### src/rtl/sid_pkg.sv
// Shared SID constants and types for the audio mixer path.
// The helper applies the 4-bit master volume to a raw voice sum.
package sid_pkg;

  localparam int SID_MIX_W       = 10;
  localparam int SID_VOICE_W     = 8;
  localparam int MODEVOL_VOL_LSB = 0;
  localparam int MODEVOL_VOL_W   = 4;
  localparam int MODEVOL_3OFF    = 7;

  typedef logic [SID_MIX_W-1:0]     mix_t;
  typedef logic [SID_VOICE_W-1:0]   voice_t;
  typedef logic [MODEVOL_VOL_W-1:0] vol_t;

  // Worst case 765 * 15 >> 4 = 717, so the top 10 bits of the product never overflow.
  function automatic mix_t scale_mix(input mix_t sum, input vol_t vol);
    logic [SID_MIX_W+MODEVOL_VOL_W-1:0] prod;
    prod = (SID_MIX_W+MODEVOL_VOL_W)'(sum) * (SID_MIX_W+MODEVOL_VOL_W)'(vol);
    return prod[SID_MIX_W+MODEVOL_VOL_W-1:MODEVOL_VOL_W];
  endfunction

endpackage

### src/rtl/sid_pdm_dac.sv
// First-order sigma-delta modulator: the carry out of a 10-bit phase
// accumulator gives a pulse density of din/1024.
module sid_pdm_dac
  import sid_pkg::*;
(
  input  logic                 clk,
  input  logic                 rst,
  input  logic [SID_MIX_W-1:0] din,
  output logic                 pdm_out
);

  logic [SID_MIX_W:0] acc_reg;
  logic [SID_MIX_W:0] acc_next;
  logic               pdm_reg;

  assign acc_next = {1'b0, acc_reg[SID_MIX_W-1:0]} + {1'b0, din};

  always_ff @(posedge clk) begin
    if (rst) begin
      acc_reg <= '0;
      pdm_reg <= 1'b0;
    end else begin
      acc_reg <= acc_next;
      pdm_reg <= acc_next[SID_MIX_W];
    end
  end

  assign pdm_out = pdm_reg;

endmodule

### src/rtl/sid_mixer.sv
// Sums the three SID voices once per SAMPLE_DIV clocks, applies master volume
// in a second stage and drives the parallel sample plus a PDM audio stream.
module sid_mixer
  import sid_pkg::*;
#(
  parameter int SAMPLE_DIV = 32
) (
  input  logic                   clk,
  input  logic                   rst,
  input  logic [SID_VOICE_W-1:0] voice0,
  input  logic [SID_VOICE_W-1:0] voice1,
  input  logic [SID_VOICE_W-1:0] voice2,
  input  logic [7:0]             mode_vol,
  output logic [SID_MIX_W-1:0]   sample,
  output logic                   sample_valid,
  output logic                   pdm_out
);

  localparam int               DIV_W    = (SAMPLE_DIV > 1) ? $clog2(SAMPLE_DIV) : 1;
  localparam logic [DIV_W-1:0] DIV_LAST = DIV_W'(SAMPLE_DIV - 1);

  logic [DIV_W-1:0]     div_cnt_reg;
  logic [DIV_W-1:0]     div_cnt_next;
  logic                 tick;

  logic [SID_MIX_W-1:0] voice_ext [3];
  logic [SID_MIX_W-1:0] sum_next;
  logic [SID_MIX_W-1:0] sum_reg;
  vol_t                 vol_reg;
  logic                 s1_vld_reg;

  logic [SID_MIX_W-1:0] sample_reg;
  logic                 sample_valid_reg;
  logic [2:0]           unused_mode_bits;

  // With SAMPLE_DIV=1 the counter is a constant 0 and tick never drops.
  assign tick = (div_cnt_reg == DIV_LAST);

  always_comb begin
    div_cnt_next = div_cnt_reg + DIV_W'(1);
    if (tick) begin
      div_cnt_next = '0;
    end
  end

  assign voice_ext[0] = SID_MIX_W'(voice0);
  assign voice_ext[1] = SID_MIX_W'(voice1);
  assign voice_ext[2] = mode_vol[MODEVOL_3OFF] ? '0 : SID_MIX_W'(voice2);
  assign sum_next     = voice_ext[0] + voice_ext[1] + voice_ext[2];

  assign unused_mode_bits = mode_vol[6:4];

  always_ff @(posedge clk) begin
    if (rst) begin
      div_cnt_reg      <= '0;
      sum_reg          <= '0;
      vol_reg          <= '0;
      s1_vld_reg       <= 1'b0;
      sample_reg       <= '0;
      sample_valid_reg <= 1'b0;
    end else begin
      div_cnt_reg <= div_cnt_next;
      s1_vld_reg  <= tick;
      // Volume is latched alongside the voices so both belong to the same sample.
      if (tick) begin
        sum_reg <= sum_next;
        vol_reg <= mode_vol[MODEVOL_VOL_LSB +: MODEVOL_VOL_W];
      end
      sample_valid_reg <= s1_vld_reg;
      if (s1_vld_reg) begin
        sample_reg <= scale_mix(sum_reg, vol_reg);
      end
    end
  end

  assign sample       = sample_reg;
  assign sample_valid = sample_valid_reg;

  sid_pdm_dac u_pdm (
    .clk     (clk),
    .rst     (rst),
    .din     (sample_reg),
    .pdm_out (pdm_out)
  );

endmodule

### config.mk
export PLATFORM = sky130hd
export DESIGN_NAME = sid_mixer
export DESIGN_NICKNAME = d
export VERILOG_FILES = /design/src/rtl/sid_pkg.sv /design/src/rtl/sid_pdm_dac.sv /design/src/rtl/sid_mixer.sv
export SDC_FILE = /design/constraint.sdc
export NUM_CORES = 1
export LEC_CHECK = 0
export CORE_UTILIZATION = 53
export DETAILED_ROUTE_END_ITERATION = 12
export PLACE_DENSITY_LB_ADDON = 0.1
export SYNTH_ARGS = -nofsm -noshare
export SYNTH_HDL_FRONTEND = slang
export SYNTH_SLANG_ARGS = --single-unit
### constraint.sdc
create_clock -name clk -period 4.7 [get_ports clk]
set_input_delay 0.94 -clock clk [delete_from_list [all_inputs] [get_ports clk]]
set_output_delay 0.94 -clock clk [all_outputs]
set_load 0.02 [all_outputs]
**Run 1: selected gate families**

Drawn at 6 px/um.
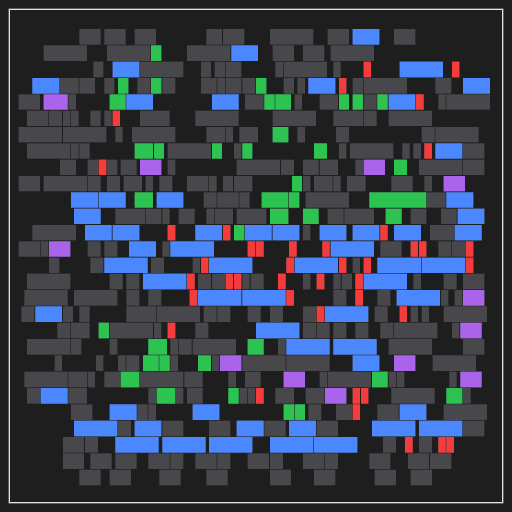
Key: fa/ha/maj cells = blue [cells 60, most used ha_1, where widely spread]; inv cells = red [cells 41, most used inv_1]; mux cells = purple [cells 12, most used mux2i_1]; aoi and oai cells = green [cells 39, most used o21ai_0]
combinational fraction of the cell area: 0.591
final cell count without fillers: 493

**Run 1: close-up of the layout**

Region (21, 37) to (61, 77) um. Cells in grey, sequential cells in the stronger grey; small squares are vias.
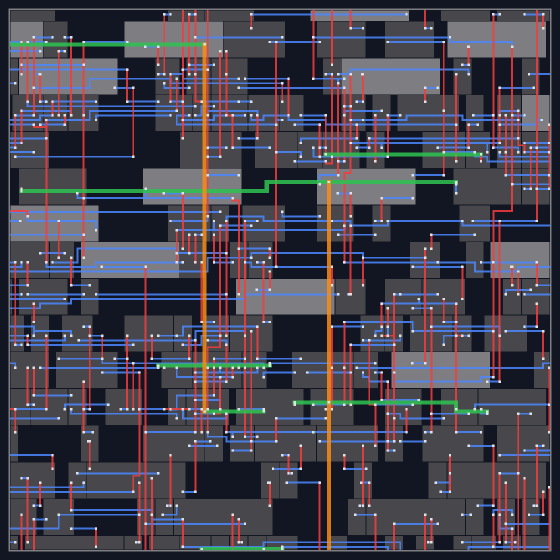
Key: M1 = blue; M2 = red; M4 = orange; M3 = green
121 logic cells have their middle in the window. Most frequent: nor2_1 (13), inv_1 (12). Sequential cells in the window: 11. Netlist names of flops here include sample (6), u_pdm.acc_reg (4).

**Run 1: where the registers sit**

Drawn at 6 px/um.
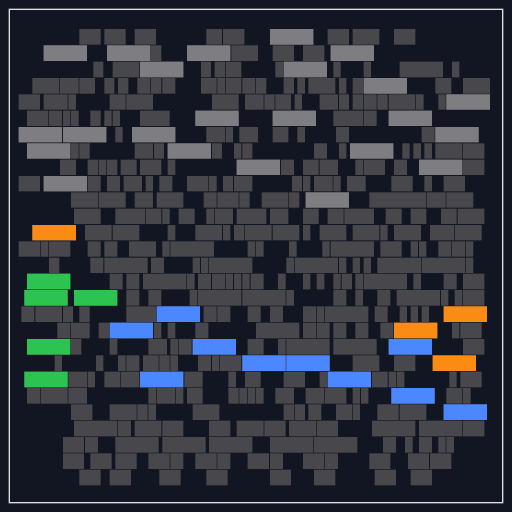
Key: vol_reg = orange [flops 4]; sum_reg = blue [flops 10]; div_cnt_reg = green [flops 5, where west]
Another 23 sequential cells are not coloured.
fraction of area in registers: 0.214
Sequential cell area: 841 sq um
fraction of the core area covered by cells at the end of the flow: 0.649
sequential power: 359 uW

-- run 1: metal layers --
metal,track usage,vias to the layer above,share of wire
li1,-,1339,-
met1,0.255,1230,0.51
met2,0.359,26,0.45
met3,0.0511,5,0.029
met4,0.0509,0,0.010
met5,0,-,0
-- run 1: stage by stage --
step | std cells | util
2_1_floorplan | 378 | -
3_3_place_gp | 485 | 0.634
3_5_place_dp | 485 | 0.634
4_1_cts | 493 | 0.649
5_1_grt | 493 | 0.649
6_report | 493 | 0.649
-- run 1: worst max-delay path, cell delays in order, from the launching register on --
cell	delay [ns]
sky130_fd_sc_hd__dfxtp_1	0.41
sky130_fd_sc_hd__and2_1	0.20
sky130_fd_sc_hd__fa_1	0.53
sky130_fd_sc_hd__inv_1	0.06
sky130_fd_sc_hd__fa_1	0.53
sky130_fd_sc_hd__inv_1	0.04
sky130_fd_sc_hd__ha_1	0.35
sky130_fd_sc_hd__and4_2	0.28
sky130_fd_sc_hd__a221oi_4	0.33
sky130_fd_sc_hd__a21oi_2	0.14
sky130_fd_sc_hd__a311o_1	0.37
sky130_fd_sc_hd__nand3_1	0.08
sky130_fd_sc_hd__a21oi_1	0.07
-- run 1: cell families after synthesis --
kind of cell | after synthesis | synth area share
xor+xnor | 12 | 0.0310
simple gates | 143 | 0.220
fa+ha+maj | 60 | 0.277
flops | 42 | 0.248
mux | 12 | 0.0358
compound gates | 57 | 0.123
buf+inv | 52 | 0.0657
-- run 1: synth_stat cells, types with 3 or more instances --
cell type | n | area share
sky130_fd_sc_hd__a211oi_1 | 4 | 0.0089
sky130_fd_sc_hd__a21o_1 | 7 | 0.015
sky130_fd_sc_hd__a21oi_1 | 9 | 0.013
sky130_fd_sc_hd__and2_1 | 30 | 0.055
sky130_fd_sc_hd__buf_6 | 3 | 0.010
sky130_fd_sc_hd__clkbuf_1 | 6 | 0.0066
sky130_fd_sc_hd__dfxtp_1 | 42 | 0.25
sky130_fd_sc_hd__fa_1 | 25 | 0.15
sky130_fd_sc_hd__ha_1 | 35 | 0.13
sky130_fd_sc_hd__inv_1 | 41 | 0.045
sky130_fd_sc_hd__mux2i_1 | 11 | 0.032
sky130_fd_sc_hd__nand2_1 | 23 | 0.025
sky130_fd_sc_hd__nand2b_1 | 6 | 0.011
sky130_fd_sc_hd__nand3_1 | 7 | 0.010
sky130_fd_sc_hd__nor2_1 | 38 | 0.042
sky130_fd_sc_hd__nor2b_1 | 13 | 0.024
sky130_fd_sc_hd__nor3_1 | 10 | 0.015
sky130_fd_sc_hd__o21a_1 | 7 | 0.015
sky130_fd_sc_hd__o21ai_0 | 10 | 0.015
sky130_fd_sc_hd__or3_1 | 4 | 0.0074
sky130_fd_sc_hd__xnor2_1 | 6 | 0.015
sky130_fd_sc_hd__xor2_1 | 6 | 0.015
-- run 1: area by class of cell --
| cell class | instances | share of cell area |
|---|---|---|
| clock inverter | 1 | 0.00127 |
| timing repair buffer | 43 | 0.109 |
| inverter | 41 | 0.0391 |
| tap | 75 | 0.0238 |
| multi-input combinational | 284 | 0.591 |
| clock buffer | 7 | 0.0219 |
| sequential | 42 | 0.214 |
==> GITHUB_STEP_SUMMARY, run 1 <==
## PnR job results

| Metric | Value |
|---|---|
| Result of the run | `completed` |
| Post-CTS clock slew at the launch and capture registers of the worst setup and hold paths | `0.08 ns` |
| Required time of the worst setup path | `4.89 ns` |
| Number of primary I/O pins | `~46` |
| Area of the mapped netlist | `approximately 3400 sq um` |
| GRT overflow | `0` |
| Number of gates resized after cts | `0` |
| GP Congestion | `between 0.7 and 0.8` |
| Final setup violation count | `0` |
| Final number of max-transition violations | `0` |
| Number of setup buffers added after CTS | `0` |
| Final sum of negative setup slack | `0 ns` |
| End point of the most critical hold path | `div_cnt_reg[0]$_SDFF_PP0_` |
| Worst Setup Slack post-DPL | `just over 0.9 ns` |
| Startpoint of the lowest-slack hold path | `div_cnt_reg[0]$_SDFF_PP0_` |
| Number of cells in Yosys stat | `roughly 380` |
| Critical path launch point type | `flip-flop` |
| Post-synth seq share | `0.248` |
| Worst setup path end | `sample[6]$_SDFFE_PP0P_` |
| Critical Path End Type | `flip-flop` |
| Die X-Extent | `roughly 82 um` |
| Count of yosys warnings during synthesis | `0` |
| Endpoint arrival time on the critical path | `between 3 and 4 ns` |
| Comb area | `~2300 sq um` |
| Post-Synthesis Cells | `~380` |
| Fraction of the cycle the final worst path needs | `0.746` |
| Unique masters post-synth | `52` |
| Total wirelength of the detailed-routed design | `roughly 6000 um` |
| Net switching power | `between 150 and 200 uW` |
| Leakage dissipation | `about 0.0018 uW` |
| Most instantiated logic cells after routing | `sky130_fd_sc_hd__dfxtp_1 (42), sky130_fd_sc_hd__clkdlybuf4s50_1 (42), sky130_fd_sc_hd__inv_1 (41), sky130_fd_sc_hd__nor2_1 (38), sky130_fd_sc_hd__ha_1 (35)` |
| Logic pwr share | `0.158` |
| Chip area in the Yosys report | `3390 sq um` |
| Maximum achievable frequency | `285 MHz` |
| Final hold violation count | `0` |
| Synthesis-to-layout area growth | `16.1%` |
| Hold Crit Depth | `1` |
| Layout cells sized above 1 | `0.0478` |
| Source-to-sink clock delay at the later pin of the worst-skew pair | `0.30 ns` |
| GRT Total Usage | `0.207` |
| Sinks on the clock net | `roughly 42` |
| Diodes inserted | `0` |
| Minimum setup slack in the final design | `between 1 and 1.5 ns` |
| Number of antenna violations at the first check in global routing | `0` |
| WL per Instance | `12.0 um` |
| Worst reg-to-reg path cell count | `12` |
| Heaviest power group | `sequential cells` |
| Sequential group share of total power | `0.501` |
| Final std cell area, no fill | `about 3900 sq um` |
| Worst Max-Slew Pin Slew | `0.883 ns` |
| Slack of the worst reg-to-reg path | `1.19 ns` |
| Power share of the clock group | `0.341` |
| Hold WS | `0.456 ns` |
| Number of H-tree branching levels | `2` |
| OpenROAD warnings | `29` |
| Overall chip area | `6720 sq um` |
| Filler Cells Inserted | `543` |
| First-pass GRT wire length | `roughly 11000 um` |
| Max Cap Violations | `0` |
| Number of synthesized register bits | `around 42` |
| Via density per instance | `5.27` |
| Worst clock skew | `0.00360 ns` |
| Dominant flop cell | `sky130_fd_sc_hd__dfxtp_1` |
| Internal power component | `537 uW` |
| Final critical path time including I/O delays and setup | `around 3.5 ns` |
**Run 1: signal wires on met2**

Drawn at 3 px/um. Cells faint in the background.
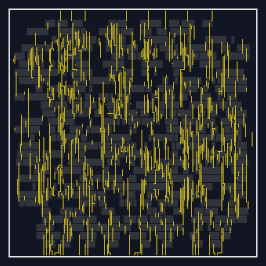

## Run 2: what changed since run 1
--- a/config.mk
+++ b/config.mk
@@ -5,7 +5,7 @@
 export SDC_FILE = /design/constraint.sdc
 export NUM_CORES = 1
 export LEC_CHECK = 0
-export CORE_UTILIZATION = 53
+export CORE_UTILIZATION = 51
 export DETAILED_ROUTE_END_ITERATION = 12
 export PLACE_DENSITY_LB_ADDON = 0.1
 export SYNTH_ARGS = -nofsm -noshare
==> constraint.sdc (replaced) <==
create_clock -name clk -period 3.1 [get_ports clk]
set_input_delay 0.62 -clock clk [delete_from_list [all_inputs] [get_ports clk]]
set_output_delay 0.62 -clock clk [all_outputs]
set_load 0.02 [all_outputs]
**Run 2: signal wires on met2**

Drawn at 3 px/um. Cells faint in the background.
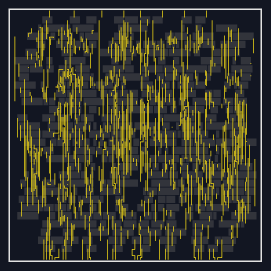
The layer carries 3230 um of wire. The wires run mostly vertical. The longest straight run is 32.3 um. 469 nets have wire on it. The layer holds 49% of the routed length.
vias: 2701
total wirelength of the detailed-routed design: 6630 um
GRT met2 Usage: 0.364

**Run 2: where the registers sit**

Drawn at 6 px/um.
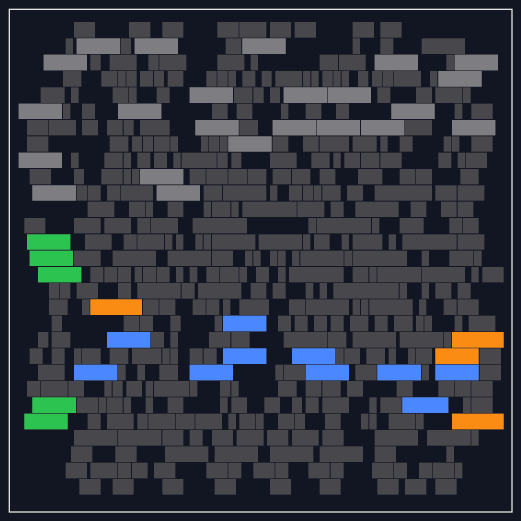
Key: sum_reg = blue [flops 10]; div_cnt_reg = green [flops 5, where west]; vol_reg = orange [flops 4]
Another 23 sequential cells are not coloured.

==> run 2 against run 1 <==
Die size increased by 3.8%. Worst setup slack got worse by 1.2 ns. Combinational power increased by 72%. Sequential power increased by 51%. Count of clock-buffer cells in the layout unchanged. Flip-flop count unchanged. Critical path depth decreased by 1. Utilization increased by 2.4 points. Synthesized cell count unchanged. Maximum frequency increased by 14%. Wire length increased by 12%. Largest cell class unchanged. Largest power group unchanged.
==> GITHUB_STEP_SUMMARY, run 2 <==
## PnR job results

| Metric | Value |
|---|---|
| TritonCTS clock tree | `yes (unchanged)` |
| GRT met1 Usage | `0.268 (was 0.255)` |
| Bufs on Longest Clock Path | `2 (unchanged)` |
| Number of synthesized register bits | `42 (unchanged)` |
| Net switching power | `274 uW (was 179 uW)` |
| OpenROAD warnings | `32 (was 29)` |
| Tot Pwr | `1160 uW (was 717 uW)` |
| Area of the mapped netlist | `3390 sq um (unchanged)` |
| Amount of wire on met3 after detailed routing | `154 um (was 174 um)` |
| Number of cells in Yosys stat | `378 (unchanged)` |
| Number of H-tree branching levels | `2 (unchanged)` |
| WL per Instance | `12.8 um (was 12.0 um)` |
| Source-to-sink clock delay at the later pin of the worst-skew pair | `0.30 ns (about the same)` |
| Sequential group share of total power | `0.466 (was 0.501)` |
| Leakage dissipation | `0.00191 uW (was 0.00176 uW)` |
| Number of core rows | `29 (was 28)` |
| Post-synth seq share | `0.248 (unchanged)` |
| Cell type with the highest aggregate area in the netlist | `sky130_fd_sc_hd__dfxtp_1 (unchanged)` |
| Post-Synthesis Cells | `378 (unchanged)` |
| GP Congestion | `0.779 (was 0.776)` |
| Worst clock skew | `0.00337 ns (was 0.00360 ns)` |
| GRT overflow | `0 (unchanged)` |
| Critical path launch point type | `flip-flop (unchanged)` |
| Mux contribution to synthesized area | `0.0358 (unchanged)` |
| Final hold violation count | `0 (unchanged)` |
| Worst Max-Slew Pin Slew | `0.490 ns (was 0.883 ns)` |
| Largest combinational cell category by area | `adder cells (unchanged)` |
| Grt met3 use | `0.0445 (was 0.0511)` |
| Most common cell after layout, fill and taps aside | `sky130_fd_sc_hd__clkdlybuf4s50_1` |
| Fraction of the mapped netlist area in adder cells | `0.277 (unchanged)` |
| Final critical path time including I/O delays and setup | `3.09 ns (was 3.51 ns)` |
| Die X-Extent | `83.5 um (was 82.0 um)` |
| Biggest area contributors in the synthesized netlist | `sky130_fd_sc_hd__dfxtp_1 (25%), sky130_fd_sc_hd__fa_1 (15%), sky130_fd_sc_hd__ha_1 (13%), sky130_fd_sc_hd__and2_1 (5.5%), sky130_fd_sc_hd__inv_1 (4.5%) (unchanged)` |
| Layout cells sized above 1 | `0.167 (was 0.0478)` |
| Library cell with the highest instance count after synthesis | `sky130_fd_sc_hd__dfxtp_1 (unchanged)` |
| Slack of the worst reg-to-reg path | `0.01 ns (was 1.19 ns)` |
| Most instantiated logic cells after routing | `sky130_fd_sc_hd__clkdlybuf4s50_1 (41), sky130_fd_sc_hd__dfxtp_1 (38), sky130_fd_sc_hd__nor2_1 (36), sky130_fd_sc_hd__inv_1 (35), sky130_fd_sc_hd__ha_1 (29) (was sky130_fd_sc_hd__dfxtp_1 (42), sky130_fd_sc_hd__clkdlybuf4s50_1 (42), sky130_fd_sc_hd__inv_1 (41), sky130_fd_sc_hd__nor2_1 (38), sky130_fd_sc_hd__ha_1 (35))` |
| Area of the core | `6390 sq um (was 6060 sq um)` |
| Worst setup path end | `sample[3]$_SDFFE_PP0P_ (was sample[6]$_SDFFE_PP0P_)` |
| RSZ-0062 raised after global routing | `true (was false)` |
| Relative slew slack | `0.673 (was 0.412)` |
| CTS Root Cell | `sky130_fd_sc_hd__clkbuf_8 (unchanged)` |
| Fraction of the core area covered by cells at the end of the flow | `0.673 (was 0.649)` |
| Fraction of the cycle the final worst path needs | `0.996 (was 0.746)` |
| Switching part of the total | `0.236 (was 0.250)` |
| Internal power component | `890 uW (was 537 uW)` |
| Via density per instance | `5.19 (was 5.27)` |
| Share of Yosys cell area claimed by the top area cell type | `0.248 (unchanged)` |
| Chip area in the Yosys report | `3390 sq um (unchanged)` |
| Endpoint arrival time on the critical path | `3.27 ns (was 3.70 ns)` |
| DRC violation count after routing | `0 (unchanged)` |
| Number of global-route vias before repair | `2815 (was 2655)` |
| Power share of the clock group | `0.367 (was 0.341)` |
| Vertical die dimension | `83.5 um (was 82.0 um)` |
| Core utilization before placement | `0.531 (was 0.559)` |
| Placed inst area | `4080 sq um (was 3840 sq um)` |
| Logic pwr share | `0.167 (was 0.158)` |
| Critical Path Start | `vol_reg[1]$_SDFFE_PP0P_ (was vol_reg[3]$_SDFFE_PP0P_)` |
| Critical Path Fanout Max | `6 (was 11)` |
| Worst Setup Slack post-DPL | `-0.239 ns (was 0.907 ns)` |
| Post-CTS Hold Fix Bufs | `0 (unchanged)` |
| Required time of the worst setup path | `3.28 ns (was 4.89 ns)` |
| Initial detailed-routing violation count | `75 (was 74)` |
| Final number of max-transition violations | `0 (unchanged)` |
| Max Cap Violations | `0 (unchanged)` |
| Critical Path End Type | `flip-flop (unchanged)` |
| Area share of and/or/nand/nor cells after synthesis | `0.220 (unchanged)` |
| Filler Cells Inserted | `553 (was 543)` |
| Final std cell area, no fill | `4300 sq um (was 3940 sq um)` |
| Post-layout net count | `536 (was 511)` |
| Largest net degree at the start of global routing | `22 (was 24)` |
| Sinks on the clock net | `42 (unchanged)` |
| Async set or reset register ratio after synthesis | `0 (unchanged)` |
| Maximum achievable frequency | `324 MHz (was 285 MHz)` |
| Post-synth top cells | `sky130_fd_sc_hd__dfxtp_1 (42), sky130_fd_sc_hd__inv_1 (41), sky130_fd_sc_hd__nor2_1 (38) (unchanged)` |
| Met2 wire len | `3230 um (was 2670 um)` |
| Count of yosys warnings during synthesis | `0 (unchanged)` |
| Unique masters post-synth | `52 (unchanged)` |
| Hold Crit Class | `reg2reg (unchanged)` |
| Classification of the worst setup path | `reg2reg (unchanged)` |
| Post-CTS clock slew at the launch and capture registers of the worst setup and hold paths | `0.08 ns (about the same)` |
| Synthesis-to-layout area growth | `26.8% (was 16.1%)` |
| Worst reg-to-reg path cell count | `11 (was 12)` |
| Compound-cell area share of the yosys netlist | `0.123 (unchanged)` |
| Result of the run | `completed (unchanged)` |
| Number of buffer cells added on primary ports | `42 (unchanged)` |
| Metal1 wirelength | `3160 um (was 3010 um)` |
| Worst reg2reg path endpoint | `sample[3]$_SDFFE_PP0P_ (was sample[6]$_SDFFE_PP0P_)` |
| GRT busiest layer | `met2 (unchanged)` |
| Dominant flop cell | `sky130_fd_sc_hd__dfxtp_1 (unchanged)` |
| Worst IR drop on VDD | `0.224 mV (was 0.163 mV)` |
| Count of flip-flops with a built-in enable after synthesis | `0 (unchanged)` |
| Post-synth net total | `472 (unchanged)` |
| First-pass GRT wire length | `12200 um (was 10800 um)` |
| Number of nets with antenna violations after detailed routing | `0 (unchanged)` |
| Launch point of the worst reg-to-reg path | `vol_reg[1]$_SDFFE_PP0P_ (was vol_reg[3]$_SDFFE_PP0P_)` |
| Detailed placement HPWL | `5220 um (was 4660 um)` |
| Minimum setup slack in the final design | `0.0117 ns (was 1.19 ns)` |
| Highest signal layer in the routed design | `met4 (unchanged)` |
| Number of primary I/O pins | `46 (unchanged)` |
| Mean area per synthesized cell | `8.97 sq um (unchanged)` |
| Number of search-and-repair iterations in the first detailed-routing pass | `4 (unchanged)` |
| Number of antenna violations at the first check in global routing | `0 (unchanged)` |
| Diodes inserted | `0 (unchanged)` |
| Area fraction in xor and xnor cells | `0.0310 (unchanged)` |
| Overall chip area | `6980 sq um (was 6720 sq um)` |
| Final setup violation count | `0 (unchanged)` |
| GRT Total Usage | `0.212 (was 0.207)` |
| Total clock buffers created by CTS | `5 (unchanged)` |
| Total power divided by cell area | `271 nW/um^2 (was 182 nW/um^2)` |
**Run 2: close-up of the layout**

Region (22, 38) to (62, 78) um. Cells in grey, sequential cells in the stronger grey; small squares are vias.
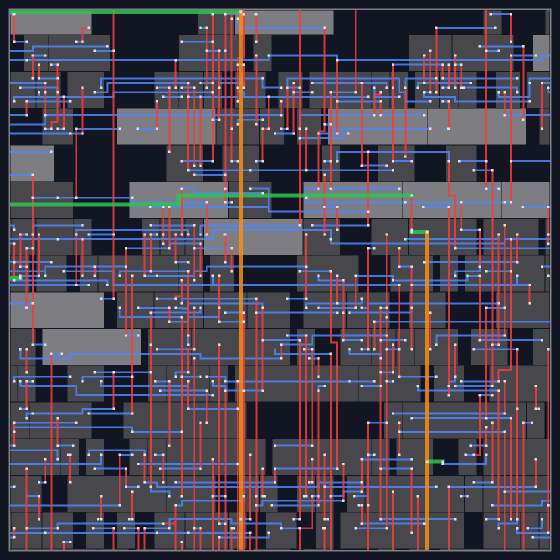
Key: M2 = red; M3 = green; M4 = orange; M1 = blue
Most frequent: inv_1 (16), dfxtp_1 (11). Sequential cells in the window: 11. Netlist names of flops here include sample (5), u_pdm.acc_reg (5). 131 logic cells have their middle in the window.

==> run 2: kinds of logic after synthesis <==
| kind of cell | Yosys count |
|---|---|
| multiplexers | 12 |
| flip-flops | 42 |
| AND-OR/OR-AND | 57 |
| XOR/XNOR | 12 |
| adder cells (fa/ha/maj) | 60 |
| buffers and inverters | 52 |
| AND/OR/NAND/NOR | 143 |
==> run 2: power groups by stage <==
| stage | clock network [uW] | registers, uW | logic [uW] |
|---|---|---|---|
| floorplan | 0 | 557 | 111 |
| global placement | 0 | 557 | 187 |
| detailed placement | 0 | 558 | 192 |
| CTS | 443 | 542 | 193 |
| global route | 467 | 543 | 221 |
| finish | 427 | 542 | 194 |
==> run 2: per-stage QoR <==
stage	std cells	hold slack (ns)	setup TNS [ns]
after floorplan	378	0.424	-0.0108
after global placement	512	0.452	-0.676
after detailed placement	512	0.466	-1.04
after CTS	520	0.478	-0.0155
after global routing	520	0.489	-0.498
final	520	0.478	0
==> run 2: worst min path at each step <==
| stage | slack (ns) | depth (start not counted) | startpoint | end |
|---|---|---|---|---|
| 2_1_floorplan | 0.42 | 1 | div_cnt_reg[0]$_SDFF_PP0_ | div_cnt_reg[0]$_SDFF_PP0_ |
| 3_3_place_gp | 0.45 | 1 | div_cnt_reg[0]$_SDFF_PP0_ | div_cnt_reg[0]$_SDFF_PP0_ |
| 3_5_place_dp | 0.47 | 1 | div_cnt_reg[0]$_SDFF_PP0_ | div_cnt_reg[0]$_SDFF_PP0_ |
| 4_1_cts | 0.48 | 1 | div_cnt_reg[0]$_SDFF_PP0_ | div_cnt_reg[0]$_SDFF_PP0_ |
| 5_1_grt | 0.49 | 1 | div_cnt_reg[0]$_SDFF_PP0_ | div_cnt_reg[0]$_SDFF_PP0_ |
| 6_report | 0.48 | 1 | div_cnt_reg[0]$_SDFF_PP0_ | div_cnt_reg[0]$_SDFF_PP0_ |
==> run 2: worst max-delay path, stage by stage (launching register included) <==
cell                       delay (ns)
sky130_fd_sc_hd__dfxtp_4         0.38
sky130_fd_sc_hd__nand2_1         0.08
sky130_fd_sc_hd__fa_1            0.52
sky130_fd_sc_hd__fa_1            0.54
sky130_fd_sc_hd__inv_1           0.04
sky130_fd_sc_hd__ha_1            0.29
sky130_fd_sc_hd__and4_4          0.19
sky130_fd_sc_hd__a221oi_4        0.33
sky130_fd_sc_hd__and2b_2         0.28
sky130_fd_sc_hd__nor2_4          0.08
sky130_fd_sc_hd__xor2_1          0.15
sky130_fd_sc_hd__o22ai_1         0.09
==> run 2: layout make-up <==
class | count | area (sq um) | area share
multi-input combinational | 284 | 2470 | 0.574
sequential | 42 | 853 | 0.199
timing repair buffer | 68 | 622 | 0.145
inverter | 41 | 154 | 0.0358
tap | 77 | 96.3 | 0.0224
clock buffer | 7 | 76.3 | 0.0178
clock inverter | 1 | 30.0 | 0.00699
==> run 2: timing repair <==
action | CTS | global route
resized | 10 | 21
setup buffers | 0 | 0
pin swaps | 9 | 8
setup endpoints to repair | 6 | 11
**Run 2: routing congestion**

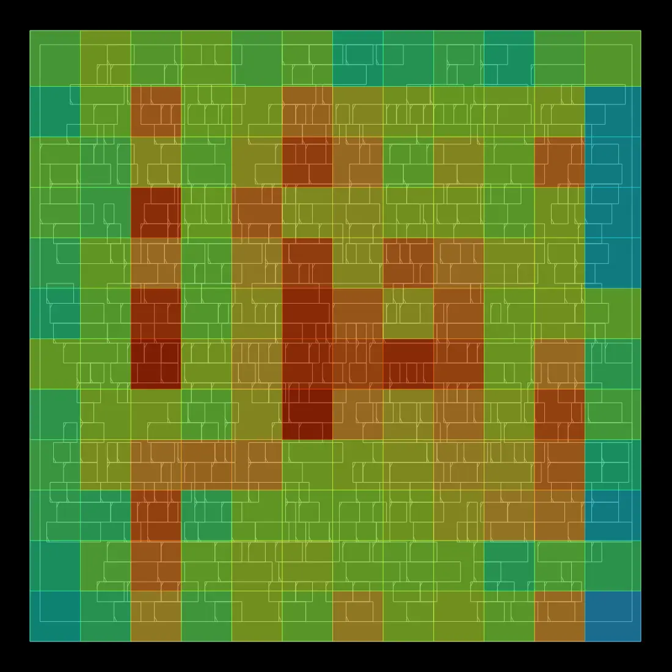

## Run 3: what changed since run 2
--- a/config.mk
+++ b/config.mk
@@ -6,6 +6,7 @@
 export NUM_CORES = 1
 export LEC_CHECK = 0
 export CORE_UTILIZATION = 51
+export CTS_BUF_LIST = sky130_fd_sc_hd__clkbuf_16
 export DETAILED_ROUTE_END_ITERATION = 12
 export PLACE_DENSITY_LB_ADDON = 0.1
 export SYNTH_ARGS = -nofsm -noshare
**Run 3: routing congestion**

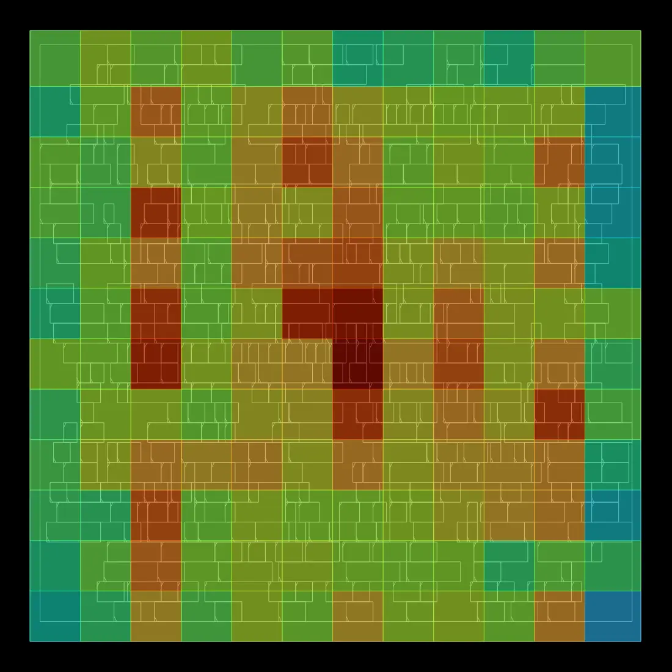
fraction of the core area covered by cells at the end of the flow: 0.676
GRT Total Usage: 0.213
GRT met2 Usage: 0.369
WL per Instance: 12.6 um

**Run 3: signal wires on met2**

Drawn at 3 px/um. Cells faint in the background.
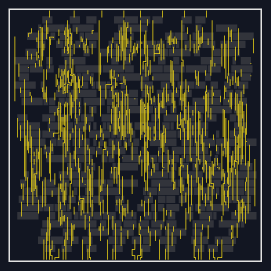
466 nets have wire on it. The layer holds 49% of the routed length.
vias: 2695
total wirelength of the detailed-routed design: 6540 um

==> run 3 against run 2 <==
Utilization is 0.33 points higher. Total power is 13% higher. Clock skew down 0.0012 ns. Worst hold slack lost 0.0052 ns. Clock power rose by 36%. Sequential power about the same. Design area is 0.49% higher. Critical path depth grew 2. Worst setup slack worse by 0.0079 ns. Non-clock buffer count is the same. Largest cell class unchanged.
==> GITHUB_STEP_SUMMARY, run 3 <==
## PnR job results

| Metric | Value |
|---|---|
| Result of the run | `completed (unchanged)` |
| Leakage dissipation | `0.00193 uW (was 0.00191 uW)` |
| Number of setup buffers added after CTS | `0 (unchanged)` |
| Largest net degree at the start of global routing | `22 (unchanged)` |
| Critical Path Fanout Max | `7 (was 6)` |
| Post-Synthesis Cells | `378 (unchanged)` |
| Worst clock skew | `0.00220 ns (was 0.00337 ns)` |
| Relative slew slack | `0.683 (was 0.673)` |
| Number of primary I/O pins | `46 (unchanged)` |
| Number of search-and-repair iterations in the first detailed-routing pass | `5 (was 4)` |
| Number of global-route vias before repair | `2831 (was 2815)` |
| Number of buffer cells added on primary ports | `42 (unchanged)` |
| Filler Cells Inserted | `547 (was 553)` |
| Post-synth top cells | `sky130_fd_sc_hd__dfxtp_1 (42), sky130_fd_sc_hd__inv_1 (41), sky130_fd_sc_hd__nor2_1 (38) (unchanged)` |
| Max Cap Violations | `0 (unchanged)` |
| Total clock buffers created by CTS | `5 (unchanged)` |
| GRT overflow | `0 (unchanged)` |
| Endpoint arrival time on the critical path | `3.32 ns (was 3.27 ns)` |
| Switching part of the total | `0.222 (was 0.236)` |
| Cell type with the highest aggregate area in the netlist | `sky130_fd_sc_hd__dfxtp_1 (unchanged)` |
| Chip area in the Yosys report | `3390 sq um (unchanged)` |
| Bufs on Longest Clock Path | `2 (unchanged)` |
| Amount of wire on met3 after detailed routing | `174 um (was 154 um)` |
| Area of the mapped netlist | `3390 sq um (unchanged)` |
| Critical Path End Type | `flip-flop (unchanged)` |
| GRT busiest layer | `met2 (unchanged)` |
| Placed insts | `512 (unchanged)` |
| Die X-Extent | `83.5 um (unchanged)` |
| Power share of the clock group | `0.441 (was 0.367)` |
| OpenROAD warnings | `31 (was 32)` |
| Biggest area contributors in the synthesized netlist | `sky130_fd_sc_hd__dfxtp_1 (25%), sky130_fd_sc_hd__fa_1 (15%), sky130_fd_sc_hd__ha_1 (13%), sky130_fd_sc_hd__and2_1 (5.5%), sky130_fd_sc_hd__inv_1 (4.5%) (unchanged)` |
| Number of core rows | `29 (unchanged)` |
| GP Congestion | `0.779 (unchanged)` |
| Number of H-tree branching levels | `2 (unchanged)` |
| Highest signal layer in the routed design | `met4 (unchanged)` |
| Worst IR drop on VDD | `0.262 mV (was 0.224 mV)` |
| Number of cells in Yosys stat | `378 (unchanged)` |
| Slack of the worst reg-to-reg path | `0.004 ns (was 0.01 ns)` |
| Core utilization before placement | `0.531 (unchanged)` |
| Overall chip area | `6980 sq um (unchanged)` |
| Via density per instance | `5.18 (was 5.19)` |
| Initial detailed-routing violation count | `90 (was 75)` |
| Number of nets with antenna violations after detailed routing | `0 (unchanged)` |
| GRT met1 Usage | `0.269 (was 0.268)` |
| CTS Root Cell | `sky130_fd_sc_hd__clkbuf_16 (was sky130_fd_sc_hd__clkbuf_8)` |
| Detailed placement HPWL | `5220 um (unchanged)` |
| Hold Crit Class | `reg2reg (unchanged)` |
| Logic pwr share | `0.145 (was 0.167)` |
| Post-synth seq share | `0.248 (unchanged)` |
| Total power divided by cell area | `304 nW/um^2 (was 271 nW/um^2)` |
| Post-layout net count | `536 (unchanged)` |
| Worst Max-Slew Pin Slew | `0.474 ns (was 0.490 ns)` |
| Share of Yosys cell area claimed by the top area cell type | `0.248 (unchanged)` |
| Synthesis-to-layout area growth | `27.4% (was 26.8%)` |
| Critical path launch point type | `flip-flop (unchanged)` |
| DRC violation count after routing | `0 (unchanged)` |
| Count of flip-flops with a built-in enable after synthesis | `0 (unchanged)` |
| Library cell with the highest instance count after synthesis | `sky130_fd_sc_hd__dfxtp_1 (unchanged)` |
| Dominant flop cell | `sky130_fd_sc_hd__dfxtp_1 (unchanged)` |
| First-pass GRT wire length | `12200 um (about the same)` |
| Most instantiated logic cells after routing | `sky130_fd_sc_hd__inv_1 (41), sky130_fd_sc_hd__clkdlybuf4s50_1 (41), sky130_fd_sc_hd__dfxtp_1 (38), sky130_fd_sc_hd__nor2_1 (36), sky130_fd_sc_hd__ha_1 (29) (was sky130_fd_sc_hd__clkdlybuf4s50_1 (41), sky130_fd_sc_hd__dfxtp_1 (38), sky130_fd_sc_hd__nor2_1 (36), sky130_fd_sc_hd__inv_1 (35), sky130_fd_sc_hd__ha_1 (29))` |
| Required time of the worst setup path | `3.33 ns (was 3.28 ns)` |
| Sinks on the clock net | `42 (unchanged)` |
| Async set or reset register ratio after synthesis | `0 (unchanged)` |
| TritonCTS clock tree | `yes (unchanged)` |
| Met2 wire len | `3190 um (was 3230 um)` |
| Hold WS | `0.473 ns (was 0.478 ns)` |
| Final setup violation count | `0 (unchanged)` |
| Maximum achievable frequency | `323 MHz (was 324 MHz)` |
| Source-to-sink clock delay at the later pin of the worst-skew pair | `0.28 ns (was 0.30 ns)` |
| Internal power component | `1020 uW (was 890 uW)` |
| Number of antenna violations at the first check in global routing | `0 (unchanged)` |
| Diodes inserted | `0 (unchanged)` |
| Post-CTS clock slew at the launch and capture registers of the worst setup and hold paths | `0.06 ns (was 0.08 ns)` |
| Mean area per synthesized cell | `8.97 sq um (unchanged)` |
**Run 3: close-up of the layout**

Region (22, 38) to (62, 78) um. Cells in grey, sequential cells in the stronger grey; small squares are vias.
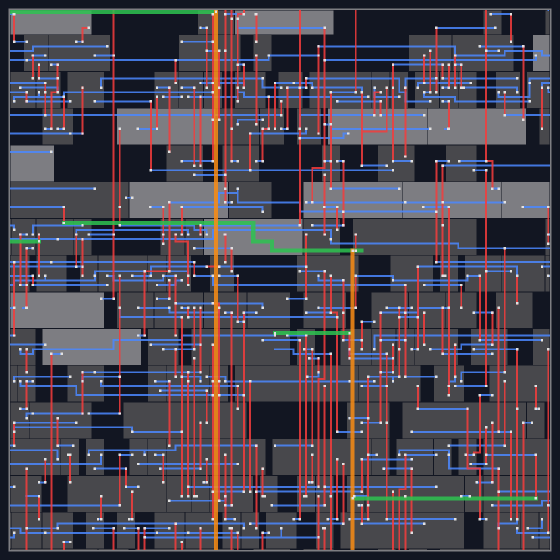
Key: M4 = orange; M2 = red; M1 = blue; M3 = green
133 logic cells have their middle in the window. Sequential cells in the window: 11. Netlist names of flops here include sample (5), u_pdm.acc_reg (5). Most frequent: inv_1 (20), dfxtp_1 (11).

run 3: cell types whose count changed in the layout (fill, tap and decap cells not counted), moves of 2 or more:
cell / before / now
sky130_fd_sc_hd__inv_2: 6 / 2
sky130_fd_sc_hd__clkbuf_1: 2 / 0
sky130_fd_sc_hd__inv_1: 35 / 41
sky130_fd_sc_hd__clkbuf_8: 5 / 0
sky130_fd_sc_hd__clkbuf_16: 0 / 5
sky130_fd_sc_hd__and2_4: 6 / 3
sky130_fd_sc_hd__and2_1: 24 / 27
run 3: power by group through the flow:
stage,combinational (uW),sequential [uW],clock (uW)
detailed placement,192,558,0
floorplan,111,557,0
global route,218,543,613
global placement,187,557,0
CTS,194,544,592
finish,191,543,579
run 3: path summary, 6_finish.rpt:
kind                        startpoint                        end  cells past startpoint
max            vol_reg[2]$_SDFFE_PP0P_     sample[7]$_SDFFE_PP0P_                     13
min          div_cnt_reg[0]$_SDFF_PP0_  div_cnt_reg[0]$_SDFF_PP0_                      1
max reg2reg    vol_reg[2]$_SDFFE_PP0P_     sample[7]$_SDFFE_PP0P_                     13
min reg2reg  div_cnt_reg[0]$_SDFF_PP0_  div_cnt_reg[0]$_SDFF_PP0_                      1
run 3: cell type report:
class | count | area (sq um) | share of cell area
Clock buffer | 5 | 125 | 0.0290
Clock inverter | 3 | 37.5 | 0.00869
Inverter | 41 | 154 | 0.0356
Multi-Input combinational cell | 284 | 2430 | 0.564
Sequential cell | 42 | 853 | 0.198
Tap cell | 77 | 96.3 | 0.0223
Timing Repair Buffer | 68 | 618 | 0.143
run 3: critical path, cell delays in order (launching register included):
cell and delay, ns:
sky130_fd_sc_hd__dfxtp_4 0.36, sky130_fd_sc_hd__buf_4 0.15, sky130_fd_sc_hd__and2_1 0.15, sky130_fd_sc_hd__fa_1 0.52, sky130_fd_sc_hd__inv_1 0.06, sky130_fd_sc_hd__fa_1 0.52, sky130_fd_sc_hd__inv_1 0.06, sky130_fd_sc_hd__ha_4 0.29
sky130_fd_sc_hd__o21a_1 0.13, sky130_fd_sc_hd__nor2_2 0.05, sky130_fd_sc_hd__a211oi_2 0.25, sky130_fd_sc_hd__nor3_2 0.09, sky130_fd_sc_hd__or3_1 0.31, sky130_fd_sc_hd__nand3_1 0.08
run 3: cell families (layout without fill, tap and decap cells):
kind of cell    count (synthesis)  count (layout)  synth area share
compound gates                 57              57             0.123
flops                          42              42             0.248
xor+xnor                       12              12            0.0310
mux                            12              12            0.0358
buf+inv                        52             117            0.0657
simple gates                  143             143             0.220
fa+ha+maj                      60              60             0.277
run 3: timing repair:
| action | 4_1_cts | 5_1_grt |
|---|---|---|
| pin swaps | 5 | 10 |
| endpoints found under the hold margin | 0 | 0 |
| setup endpoints to repair | 6 | 11 |
| hold buffers | 0 | 0 |
| gates cloned | 0 | 0 |
| gates resized | 9 | 10 |
run 3: per-stage QoR:
stage	TNS (ns)	setup slack (ns)	area, sq um	power, uW
after detailed placement	-1.04	-0.239	4080	750
after CTS	0	0.00195	4290	1330
final	0	0.00373	4320	1310
after global placement	-0.676	-0.163	4080	744
after global routing	-0.639	-0.143	4320	1370
after floorplan	-0.0108	-0.0108	3450	668
Power is estimated from default activity; no workload was simulated.
